## src/rtl/fetch_inst_queue.sv

```systemverilog
// Fetch-to-predecode decoupling FIFO: takes up to two fetched instructions per cycle,
// compacts sparse valid masks, and presents the two oldest entries in program order.
`ifndef INST_WIDTH
`define INST_WIDTH 32
`endif
`ifndef INST_ADDR_WIDTH
`define INST_ADDR_WIDTH 32
`endif
`ifndef BP_GHR_BITS
`define BP_GHR_BITS 8
`endif
`ifndef IF_BATCH_SIZE
`define IF_BATCH_SIZE 2
`endif

module fetch_inst_queue #(
    parameter int DEPTH = 8,
    parameter int PTR_W = 3
) (
    input  logic                        clk,
    input  logic                        rst_n,
    input  logic                        in_flush,
    input  logic [`INST_WIDTH-1:0]      in_inst_0,
    input  logic [`INST_WIDTH-1:0]      in_inst_1,
    input  logic [`IF_BATCH_SIZE-1:0]   in_inst_valid,
    input  logic                        in_pred_taken_0,
    input  logic                        in_pred_taken_1,
    input  logic [`INST_ADDR_WIDTH-1:0] in_pred_target_0,
    input  logic [`INST_ADDR_WIDTH-1:0] in_pred_target_1,
    input  logic [`BP_GHR_BITS-1:0]     in_pred_hist_0,
    input  logic [`BP_GHR_BITS-1:0]     in_pred_hist_1,
    output logic                        out_fetch_ready,
    input  logic                        in_dec_stall,
    output logic [`INST_WIDTH-1:0]      out_inst_0,
    output logic [`INST_WIDTH-1:0]      out_inst_1,
    output logic [`IF_BATCH_SIZE-1:0]   out_inst_valid,
    output logic                        out_pred_taken_0,
    output logic                        out_pred_taken_1,
    output logic [`INST_ADDR_WIDTH-1:0] out_pred_target_0,
    output logic [`INST_ADDR_WIDTH-1:0] out_pred_target_1,
    output logic [`BP_GHR_BITS-1:0]     out_pred_hist_0,
    output logic [`BP_GHR_BITS-1:0]     out_pred_hist_1,
    output logic [PTR_W:0]              out_count
);

    typedef struct packed {
        logic [`INST_WIDTH-1:0]      inst;
        logic                        pred_taken;
        logic [`INST_ADDR_WIDTH-1:0] pred_target;
        logic [`BP_GHR_BITS-1:0]     pred_hist;
    } entry_t;

    localparam logic [PTR_W:0] FULL_C      = (PTR_W+1)'(DEPTH);
    localparam logic [PTR_W:0] READY_MAX_C = (PTR_W+1)'(DEPTH - 2);

    entry_t           mem [DEPTH];
    logic [PTR_W-1:0] head, tail;
    logic [PTR_W:0]   count;
    logic [PTR_W:0]   n_enq, n_deq;
    logic             enq_fire;
    entry_t           in_e0, in_e1, head_e, next_e;

    assign in_e0 = '{in_inst_0, in_pred_taken_0, in_pred_target_0, in_pred_hist_0};
    assign in_e1 = '{in_inst_1, in_pred_taken_1, in_pred_target_1, in_pred_hist_1};

    // Readiness looks at the registered count only, so a granted batch always has two free slots.
    assign out_fetch_ready = (count <= READY_MAX_C);
    assign enq_fire        = out_fetch_ready && (|in_inst_valid) && !in_flush;
    assign out_count       = count;

    assign head_e = mem[head];
    assign next_e = mem[head + PTR_W'(1)];

    // NOTE: every always_comb output gets a default first so no path can infer a latch.
    always_comb begin
        out_inst_valid    = 2'b00;
        out_inst_0        = '0;
        out_inst_1        = '0;
        out_pred_taken_0  = 1'b0;
        out_pred_taken_1  = 1'b0;
        out_pred_target_0 = '0;
        out_pred_target_1 = '0;
        out_pred_hist_0   = '0;
        out_pred_hist_1   = '0;
        if (count != '0) begin
            out_inst_valid[0] = 1'b1;
            out_inst_0        = head_e.inst;
            out_pred_taken_0  = head_e.pred_taken;
            out_pred_target_0 = head_e.pred_target;
            out_pred_hist_0   = head_e.pred_hist;
        end
        if (count >= (PTR_W+1)'(2)) begin
            out_inst_valid[1] = 1'b1;
            out_inst_1        = next_e.inst;
            out_pred_taken_1  = next_e.pred_taken;
            out_pred_target_1 = next_e.pred_target;
            out_pred_hist_1   = next_e.pred_hist;
        end
    end

    always_comb begin
        n_enq = '0;
        n_deq = '0;
        if (enq_fire)
            n_enq = (in_inst_valid == 2'b11) ? (PTR_W+1)'(2) : (PTR_W+1)'(1);
        if (!in_dec_stall && !in_flush)
            n_deq = (PTR_W+1)'(out_inst_valid[0]) + (PTR_W+1)'(out_inst_valid[1]);
    end

    // NOTE: storage has no reset; head/tail/count alone define which entries are meaningful.
    always_ff @(posedge clk) begin
        if (enq_fire) begin
            if (in_inst_valid == 2'b11) begin
                mem[tail]              <= in_e0;
                mem[tail + PTR_W'(1)]  <= in_e1;
            end else begin
                // A lone valid slot is compacted into the next tail position.
                mem[tail] <= in_inst_valid[0] ? in_e0 : in_e1;
            end
        end
    end

    // NOTE: sequential state uses non-blocking assignments so all registers update together.
    always_ff @(posedge clk or negedge rst_n) begin
        if (!rst_n) begin
            head  <= '0;
            tail  <= '0;
            count <= '0;
        end else if (in_flush) begin
            head  <= '0;
            tail  <= '0;
            count <= '0;
        end else begin
            head  <= head + n_deq[PTR_W-1:0];
            tail  <= tail + n_enq[PTR_W-1:0];
            count <= count + n_enq - n_deq;
        end
    end

    count_bound_a: assert property (@(posedge clk) disable iff (!rst_n) count <= FULL_C);

endmodule

```

## config.mk

```make
export PLATFORM = sky130hd
export DESIGN_NAME = fetch_inst_queue
export DESIGN_NICKNAME = d
export VERILOG_FILES = /design/src/rtl/fetch_inst_queue.sv
export SDC_FILE = /design/constraint.sdc
export NUM_CORES = 2
export LEC_CHECK = 0
export CAP_MARGIN = 20
export CORE_ASPECT_RATIO = 0.5
export CORE_UTILIZATION = 36
export CTS_CLUSTER_SIZE = 20
export DETAILED_ROUTE_END_ITERATION = 12
export HOLD_SLACK_MARGIN = 0.1
export PLACE_DENSITY = 0.56
export SYNTH_ARGS = -nofsm -noshare
export SYNTH_HDL_FRONTEND = slang
export SYNTH_SLANG_ARGS = --single-unit
```

## constraint.sdc

```tcl
create_clock -name clk -period 11.1 [get_ports clk]
set_clock_uncertainty 0.1 [all_clocks]
set_input_delay 3.33 -clock clk [delete_from_list [all_inputs] [get_ports clk]]
set_output_delay 3.33 -clock clk [all_outputs]
set_load 0.03 [all_outputs]
```

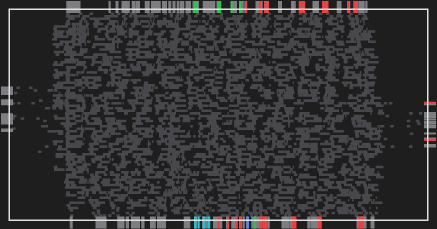
Fig. 1. I/O pins on the die edge.
Pins as bars across the die edge, other pins in gray.
in_pred_hist_0: in green, pins 8, direction input, edge 7 top, 1 bottom. in_pred_target_1: in red, pins 32, direction input, edge 17 bottom, 13 top, 2 right. out_count: in cyan, pins 4, direction output, edge bottom. out_pred_taken_0: in blue, pins 1, direction output, edge bottom.
All pins by edge: 139 top, 130 bottom, 20 left, 16 right.

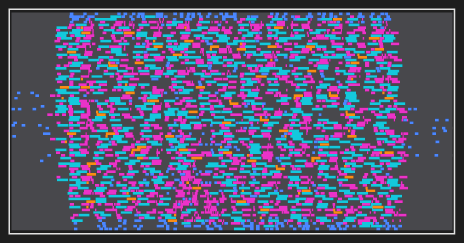
Fig. 2. Placement by cell class.
Scale: 1 px per µm. Fill, decap, tap and diode cells in gray.
flip-flops: in cyan, cells 594, share of their area 45%. clock drivers and dummy loads: in orange, cells 110, share of their area 4.5%. other buffers and delay cells: in blue, cells 354, share of their area 8.8%. all other logic: in magenta, cells 1347, share of their area 42%.

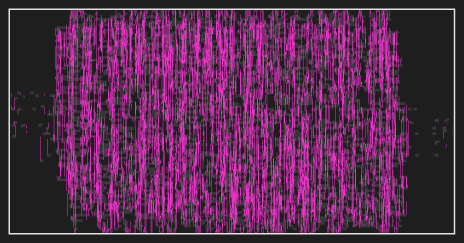
Fig. 3. The metal 2 layer.
Scale: 1 px per µm.
2281 nets have wire on it. The longest straight run is 93.7 µm.

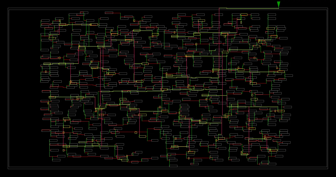
Fig. 4. Clock nets.
power attributed to the clock group: 1940 µW
clock buffer instance count of the final layout: 69

[metrics by stage]
stage / setup slack, ns / power (µW) / hold slack (ns)
floorplan: 1.07 / 5820 / 0.512
global placement: 3.70 / 7450 / 0.646
detailed placement: 3.69 / 7470 / 0.653
CTS: 3.09 / 9420 / 0.671
global route: 2.99 / 9700 / 0.725
finish: 3.19 / 9300 / 0.648
[worst max-delay path, stage by stage (launching register included)]
cell	delay [ns]
dfrtp_4	0.73
ha_4	0.80
buf_12	0.58
mux4_2	0.35
nand2_1	0.06
a21oi_1	0.42
clkdlybuf4s50_1	0.77
[path summary, 6_finish.rpt]
check	startpoint	end	cells past startpoint	slack, ns
worst max-delay path	head[1]	out_pred_target_1[15]	6	3.19
worst min-delay path	out_count[0]	out_count[0]	2	0.65
worst max register to register	out_count[3]	mem[2][30]	9	6.35
worst min register to register	out_count[0]	out_count[0]	2	0.65
max in group asynchronous	rst_n	head[1]	1	7.56
min in group asynchronous	rst_n	out_count[1]	1	2.94
[power by group through the flow]
stage,Combinational (µW),Sequential [µW],Clock [µW]
detailed placement,4670,2800,0
floorplan,3060,2760,0
CTS,4680,2750,1980
global placement,4660,2790,0
global route,4870,2770,2070
finish,4610,2750,1940
[sequential cells by signal, indices dropped and copies added, names as in the netlist]
signal,count
head,3
mem,584
out_count,4
tail,3
[per-layer routing]
layer / vias up / GRT usage, % / share of wire [%]
li1: 9035 / - / -
met1: 11174 / 26.9 / 42
met2: 486 / 37.7 / 52
met3: 116 / 2.55 / 4.3
met4: 2 / 4.96 / 1.8
met5: - / 0 / 0.012
[cell usage after synthesis, types with 2 or more instances]
cell type  instances  area (µm²)
o41ai_4            2        55.1
o31ai_4            2        42.5
buf_1             23        86.3
nor2b_1            5        31.3
ha_1              11         138
nand3_1            9        45.0
nand2_1          152         571
mux4_2           292        6580
mux2i_1           73         731
o21ai_2            2        17.5
a21o_1             2        15.0
clkbuf_1          49         184
mux2_2           331        3730
buf_6             46         518
inv_1             16        60.1
edfxtp_1         584       17500
dfrtp_1           10         250
buf_2             40         200
xor2_1             4        35.0
xnor2_1            5        43.8
mux2_4           100        1500
o22ai_1            2        12.5
or2_2              3        18.8
buf_4             13        97.6
o21ai_0            2        10.0
o31ai_1            4        30.0
nor2_1            86         323
fa_1               4        80.1
o21a_1             2        15.0
mux2_1           153        1720
a21oi_1           74         370
[logic make-up (layout without fill, tap and decap cells)]
logic type | Yosys count | in the layout | share of synthesized area (%)
compound gates | 94 | 94 | 1.67
xor+xnor | 9 | 9 | 0.224
fa+ha+maj | 15 | 15 | 0.620
buf+inv | 187 | 480 | 3.26
flops | 594 | 594 | 50.6
mux | 949 | 949 | 40.6
other cells | 0 | 7 | 0
simple gates | 264 | 264 | 3.02
[final cells by class]
class	instances	area share [%]
Multi-Input combinational cell	1331	39.9
Clock buffer	69	3.73
Clock inverter	41	0.590
Antenna cell	7	0.0426
Tap cell	1271	3.87
Sequential cell	594	43.3
Timing Repair Buffer	354	8.44
Inverter	16	0.146
==> qor.rpt <==
GLOBAL ROUTING
----------------------------------------------------------------------------
Largest net degree at the start of global routing .............          143
Via count of the first global-routing pass ....................        21959

FINISH
----------------------------------------------------------------------------
Most used logic cell in the final layout ......................     edfxtp_1
Layout cell share with drive strength beyond 1 ................        36.5%
Final core utilization ........................................        42.8%
Fill cells ....................................................         8588
Total number of nets in the final design ......................         2524
Non-filler instance count after layout ........................         3683
Layout overhead on the synthesized area .......................        17.0%

FINAL TIMING
----------------------------------------------------------------------------
Final setup violating endpoints ...............................            0
Achievable Freq ...............................................      126 MHz
Post-route clock period utilization ...........................        71.3%
Worst slew slack as a fraction of its limit ...................        25.7%
Post-layout min period ........................................      7.91 ns
Unrepaired setup endpoints after global routing ...............           no
Hold violation count in the final report ......................            0

FLOORPLANNING
----------------------------------------------------------------------------
Floorplan Utilization .........................................        36.6%
Cell Rows .....................................................           80
Overall die height ............................................       223 µm
Std-Cell Core Area ............................................    96000 µm²
Die W .........................................................       444 µm

CLOCK NETWORK
----------------------------------------------------------------------------
Buffers from clock root to sink, at most ......................            3
Clk sink count ................................................          594
Number of hold buffers added after cts ........................            0
Total clock buffers created by CTS ............................           60
Clock tree from TritonCTS .....................................          yes
Number of levels in the clock H-tree ..........................            2
Cts repair resizes ............................................            0
Insertion delay to the later sink of the worst-skew pair ......      0.64 ns
Total setup buffers inserted after CTS ........................            0

YOSYS
----------------------------------------------------------------------------
Synth async-reset ratio .......................................        1.68%
Number of standard cells reported by yosys ....................         2112
Number of warning messages in the yosys log ...................            0
Post-Syn Instances ............................................         2112
Post-synth tally of flip-flops with integrated enable .........          584
Yosys synthesis chip area .....................................    35100 µm²
Main flop type after synthesis ................................     edfxtp_1
Synth Net Count ...............................................         2279
Average instance area after synthesis .........................     16.6 µm²
Post-synthesis register bit count .............................          594

PLACEMENT
----------------------------------------------------------------------------
Placer's final routability congestion estimate ................        0.734
Port-buffer cells .............................................          304
Total instance count after detailed placement .................         3566
Placed cell area ..............................................    39300 µm²

CRITICAL PATH
----------------------------------------------------------------------------
Required time worst endpoint ..................................      7.67 ns
Arrival time of data at the critical path endpoint ............      4.48 ns
Critical path launch point type ...............................         flop
Setup crit end kind ........................................... primary output

POWER
----------------------------------------------------------------------------
Max IR drop VDD ...............................................     0.200 mV
P_leak ........................................................    0.0129 µW
Gate power share ..............................................        49.6%
Switching fraction of total power .............................        38.7%
Power per Cell Area ...........................................   226 nW/µm²

DETAILED ROUTING
----------------------------------------------------------------------------
Wirelength per Cell ...........................................      28.5 µm
Tally of nets with antenna violations remaining after routing .            0
Remaining routing DRC violations ..............................            0
Number of DRC markers in iteration 0 ..........................         1545
Router iterations before antenna repair .......................            5

FLOW RUN
----------------------------------------------------------------------------
MaxCap Viol Count .............................................            0

RUN STATUS
----------------------------------------------------------------------------
Run status ....................................................    completed

MIN PATH
----------------------------------------------------------------------------
Path class of the lowest-slack min-delay path .................      reg2reg

Power figures rest on the tool's default switching activity, not on a simulated workload.
